Run 1, met1 routing:
The bar under the picture is 50 um long. Supply wires on this layer in gray.
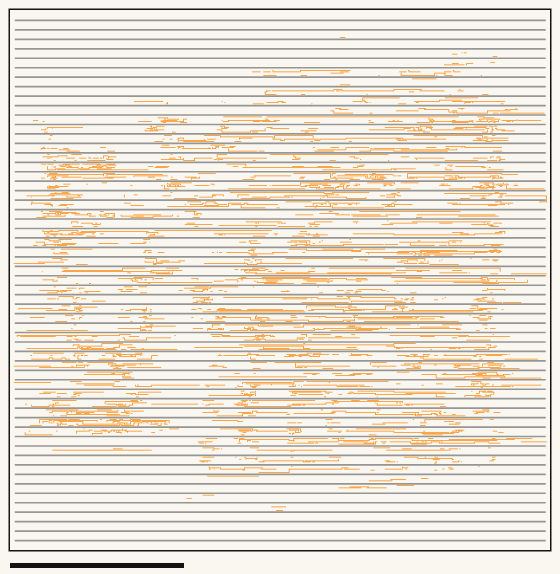
Run 1, the metal 2 layer:
The bar under the picture is 50 um long.
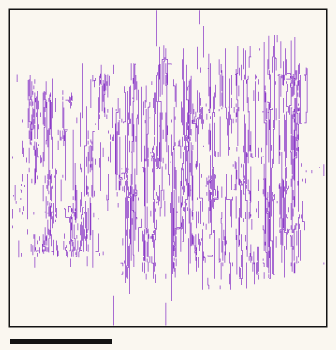
Run 1, the metal 3 layer:
Cells faint in the background.
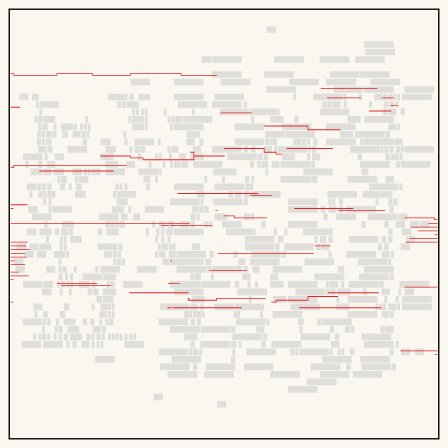
Design axis_pkt_master_flat, sky130hd; sources not shown.
==> results.py, run 1 <==
# Generated from Yosys and OpenROAD reports
metrics = {
    "worst_setup_path": {
        "count_of_buffering_cells_on_the_critical_path_with_inverters_included": 3,
        "required_ns": 2.88,
        "worst-setup-path-type": "reg -> out",
        "max_stage_delay_ns": 0.51,
        "cp_top_family": "buffers and inverters",
        "start_kind": "register",
        "timing.critical_path.to_type": "output port",
        "cp_cell_sequence": "clkinv_2 > buf_12 > o21ai_0 > o22ai_1 > o211ai_1 > a21oi_1 > clkdlybuf4s50_1",
        "path_max_fanout": 30,
        "arrival_time_of_data_at_the_critical_path_endpoint_ns": 2.61,
        "cp.depth": 7,
        "timing.reg2reg.setup_slack_ns": 1.46,
        "worst-r2r-cell-count": 13,
        "timing.critical_path.slowest_stage_cell": "sky130_fd_sc_hd__dfxtp_4",
    },
    "synth": {
        "syn_avg_cell_area_um2": 11.43,
        "synth_async_reset_ratio": 0,
        "synth-simple-area-share": 0.1230,
        "top_area_cell": "sky130_fd_sc_hd__edfxtp_1",
        "syn-cell-area_um2": 6583,
        "common_cells": "sky130_fd_sc_hd__edfxtp_1, sky130_fd_sc_hd__nor2_1, sky130_fd_sc_hd__o21ai_0",
        "synth-warning-count": 0,
        "synth-xor-area-share": 0.009314,
        "mux_share": 0,
        "yosys_cells": 576,
        "ys.flop_type": "sky130_fd_sc_hd__edfxtp_1",
        "netlist_logic_family_top": "AND-OR/OR-AND gates",
        "yosys-top-cells-area": "sky130_fd_sc_hd__edfxtp_1, sky130_fd_sc_hd__dfxtp_1, sky130_fd_sc_hd__nor2_1",
        "numSynthFlops": 154,
        "yosys.area_share.adder": 0.03041,
        "synth.cellmix.compoundShare": 0.1340,
        "yosysUniqueCellTypes": 36,
        "postSynthNetCount": 610,
        "ys_seq_share": 0.6630,
        "synth_largest_type_area_fraction": 0.5839,
        "top_cell": "sky130_fd_sc_hd__edfxtp_1",
    },
    "grt": {
        "grt_antenna_before_repair": 0,
        "grt_max_degree": 43,
        "gr-total-overflow": 0,
        "number_of_global_route_vias_before_repair": 4587,
        "grt-busiest-layer": "met2",
        "grt_use_total": 0.1430,
        "grt_pass1_wl_um": 25580,
    },
    "layout": {
        "largest_reg_flops": 128,
        "area_occupied_by_registers_um2": 4368,
        "seq_cell_count": 154,
        "largest_cell_class": "registers",
        "postLayoutCoreUtil": 0.3410,
        "area.share.sequential": 0.5607,
        "inv_count": 42,
        "filler_cell_count_in_the_final_layout": 2318,
        "layout.non_clock_buffers": 52,
        "syn_to_final_growth_pct": 18.34,
        "mostFrequentLayoutCells": "sky130_fd_sc_hd__edfxtp_1, sky130_fd_sc_hd__nor2_1, sky130_fd_sc_hd__o21ai_0",
        "ratio_of_cells_with_drive_above_1_in_the_final_layout": 0.1164,
        "antennaDiodeCount": 0,
        "layout_top_cell": "sky130_fd_sc_hd__edfxtp_1",
        "area_share_clock_buf_inv": 0.05268,
        "clock_buffers": 17,
        "stdcell_area_um2": 7790,
        "sh_comb_area": 0.2507,
        "nonClkBufAreaFrac": 0.06457,
        "final_cell_count_no_fill": 949,
        "final-comb-area_um2": 1953,
    },
    "clock_network": {
        "cts_sinks": 154,
        "cts.htree.levels": 4,
        "cts.path.max_buffers": 2,
        "clk-insertion-delay-late_ns": 0.45,
        "clkTransAtPathRegs_ns": 0.09,
        "cts_buffers": 17,
    },
    "placed_design": {
        "dp_hpwl_um": 10850,
        "gp_congestion": 0.7771,
        "place_area_um2": 7376,
        "io_buffer_count": 30,
        "placed_cells": 917,
        "post-place-ws_ns": 0.5985,
    },
    "power": {
        "power.share.clock": 0.344,
        "power.largest_group": "sequential cells",
        "comb-power_mw": 0.571,
        "pg_seq_mw": 2.05,
        "clock_power_mw": 1.37,
        "sw_frac_of_total": 0.2858,
        "p_int_mw": 2.853,
        "vdd_ir_drop_max_mv": 0.1842,
        "reported_leakage_power_nw": 2.692,
        "power_per_cell_area_nw_per_um2": 512.7,
        "power_switching_mw": 1.141,
        "power.sequential.fraction": 0.513,
        "combPwrFrac": 0.143,
    },
    "timing": {
        "hold-worst-slack_ns": 0.5381,
        "clock-skew-final_ns": 0.01068,
        "finalWorstPathRequiredPeriod_ns": 3.329,
        "setup_slack_ns": 0.2714,
        "setup-tns-final_ns": 0,
        "timing.final.max_slew_violations": 0,
        "rsz_0062_raised_after_global_routing": "no",
        "setup_viol_count_final": 0,
        "final-hold-violation-count": 0,
        "max_slew_margin": 0.4130,
        "fmax_mhz": 300.4,
        "worst_slew_pin_slew_ns": 0.8772,
        "finalClockPeriodUsage": 0.9246,
    },
    "drt": {
        "drc": 0,
        "dr.first_iter.drc_count": 236,
        "routed-wl-met3_um": 868,
        "top_layer": "met4",
        "met1Wirelength_um": 7195,
        "drt-vias-per-instance": 4.738,
        "detailed_routing_iterations_pass_1": 4,
        "routed-wl-met2_um": 8189,
        "average_wire_per_cell_in_the_routed_design_um": 17.24,
        "antenna_violating_nets_post_route": 0,
    },
    "job": {
        "stage_log_warnings": 31,
        "cap_viol_max_count": 0,
    },
    "floorplanning": {
        "fp-utilization": 0.2881,
        "rows": 55,
        "taps": 313,
        "top_level_ports": 31,
        "core_um2": 22850,
        "floorplan.die.width_um": 155.3,
        "design.die.area_um2": 24130,
        "die_h_um": 155.3,
    },
    "hold_path": {
        "worstHoldPathCells": 2,
        "worstHoldPathType": "reg -> reg",
    },
    "run_status": {
        "result_of_the_run": "complete, no violations",
    },
}
Back to the opening pictures, 'met1 routing':
wire length on this layer: 7,200 um
share of all routed wire: 44%
via count: 4,496
met1 GRT Util: 0.1762
DRT Wirelength: 16,360 um

Back to the opening pictures, 'the metal 2 layer':
main direction: vertical
wire length on this layer: 8,190 um
nets with wire on the layer: 525
longest straight run: 64.6 um
met2 track demand over resource: 0.2471

Back to the opening pictures, 'the metal 3 layer':
longest straight run: 64.6 um
share of all routed wire: 5.3%
nets with wire on the layer: 48
wire length on this layer: 868 um
global routing usage on met3: 0.03816

## Run 2: what changed since run 1
CORE_MARGIN = 8   (was unset)
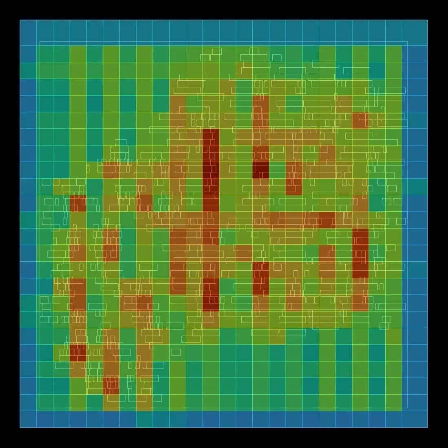
Run 2: routing congestion
GR peak layer: met2
Total Routing Usage GR: 0.1171
Post-Route Utilization: 0.3336
met2 track demand over resource: 0.1933
average wire per cell in the routed design: 17.15 um

==> results.py, run 2 <==
# Generated from Yosys and OpenROAD reports
metrics = {
    "worst_setup_path": {
        "required_ns": 2.88,
        "timing.reg2reg.setup_slack_ns": 1.43,
        "cp_cell_sequence": "inv_1 > buf_4 > o21ai_0 > o221ai_1 > nand3_1 > a21oi_1 > clkdlybuf4s50_1",
        "timing.critical_path.slowest_stage_cell": "sky130_fd_sc_hd__clkdlybuf4s50_1",
        "path_max_fanout": 20,
        "worst-setup-path-type": "reg -> out",
        "start_kind": "register",
        "cp_top_family": "buffers and inverters",
    },
    "layout": {
        "final-comb-area_um2": 1953,
        "antennaDiodeCount": 0,
        "mostFrequentLayoutCells": "sky130_fd_sc_hd__edfxtp_1, sky130_fd_sc_hd__nor2_1, sky130_fd_sc_hd__o21ai_0",
        "sh_comb_area": 0.2517,
        "inv_count": 42,
        "syn_to_final_growth_pct": 17.91,
        "largest_reg_flops": 128,
        "ratio_of_cells_with_drive_above_1_in_the_final_layout": 0.1236,
        "clock_buffers": 17,
        "area_share_clock_buf_inv": 0.05046,
        "filler_cell_count_in_the_final_layout": 2354,
        "final_cell_count_no_fill": 958,
        "area_occupied_by_registers_um2": 4367,
        "layout.non_clock_buffers": 55,
        "layout_top_cell": "sky130_fd_sc_hd__edfxtp_1",
        "stdcell_area_um2": 7761,
    },
    "grt": {
        "grt_pass1_wl_um": 25620,
        "gr-total-overflow": 0,
        "grt_antenna_before_repair": 0,
        "grt_max_degree": 33,
        "number_of_global_route_vias_before_repair": 4587,
    },
    "power": {
        "vdd_ir_drop_max_mv": 0.2230,
        "comb-power_mw": 0.562,
        "pg_seq_mw": 2.05,
        "reported_leakage_power_nw": 2.678,
        "power.share.clock": 0.330,
        "power.largest_group": "sequential cells",
    },
    "timing": {
        "worst_slew_pin_slew_ns": 0.9415,
        "final-hold-violation-count": 0,
        "clock-skew-final_ns": 0.008937,
        "finalClockPeriodUsage": 0.9258,
        "setup-tns-final_ns": 0,
        "finalWorstPathRequiredPeriod_ns": 3.333,
        "hold-worst-slack_ns": 0.5384,
        "timing.final.max_slew_violations": 0,
        "fmax_mhz": 300.1,
        "setup_slack_ns": 0.2673,
        "setup_viol_count_final": 0,
        "rsz_0062_raised_after_global_routing": "no",
    },
    "placed_design": {
        "post-place-ws_ns": 0.5636,
        "dp_hpwl_um": 10850,
        "place_area_um2": 7368,
        "gp_congestion": 0.7916,
    },
    "drt": {
        "routed-wl-met2_um": 7997,
        "antenna_violating_nets_post_route": 0,
        "top_layer": "met4",
        "routed-wl-met3_um": 751,
        "detailed_routing_iterations_pass_1": 4,
        "met1Wirelength_um": 7495,
    },
    "synth": {
        "synth.cellmix.compoundShare": 0.1340,
        "synth_largest_type_area_fraction": 0.5839,
        "synth_async_reset_ratio": 0,
        "yosys.area_share.adder": 0.03041,
        "syn-cell-area_um2": 6583,
        "synth-simple-area-share": 0.1230,
        "ys_seq_share": 0.6630,
        "common_cells": "sky130_fd_sc_hd__edfxtp_1, sky130_fd_sc_hd__nor2_1, sky130_fd_sc_hd__o21ai_0",
        "postSynthNetCount": 610,
        "top_area_cell": "sky130_fd_sc_hd__edfxtp_1",
        "synth-warning-count": 0,
        "mux_share": 0,
    },
    "hold_path": {
        "worstHoldPathCells": 2,
        "worstHoldPathType": "reg -> reg",
    },
    "floorplanning": {
        "fp-utilization": 0.2830,
        "top_level_ports": 31,
        "taps": 319,
        "die_h_um": 169.3,
    },
    "run_status": {
        "result_of_the_run": "complete, no violations",
    },
    "clock_network": {
        "clk-insertion-delay-late_ns": 0.45,
        "clkTransAtPathRegs_ns": 0.09,
        "cts_buffers": 17,
    },
}
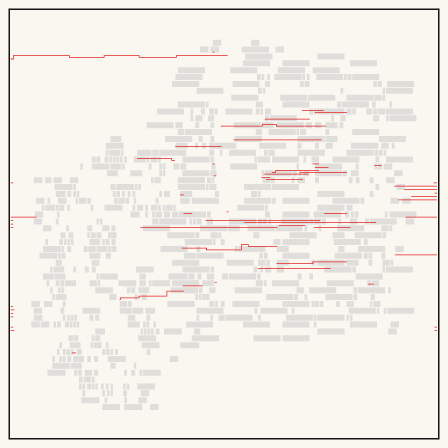
Run 2: the metal 3 layer
Cells faint in the background.
nets with wire on the layer: 46
wire length on this layer: 751 um
share of all routed wire: 4.6%
DRT Wirelength: 16,430 um
via count: 4,494
global routing usage on met3: 0.03210

Power and IR drop assume default switching activity.
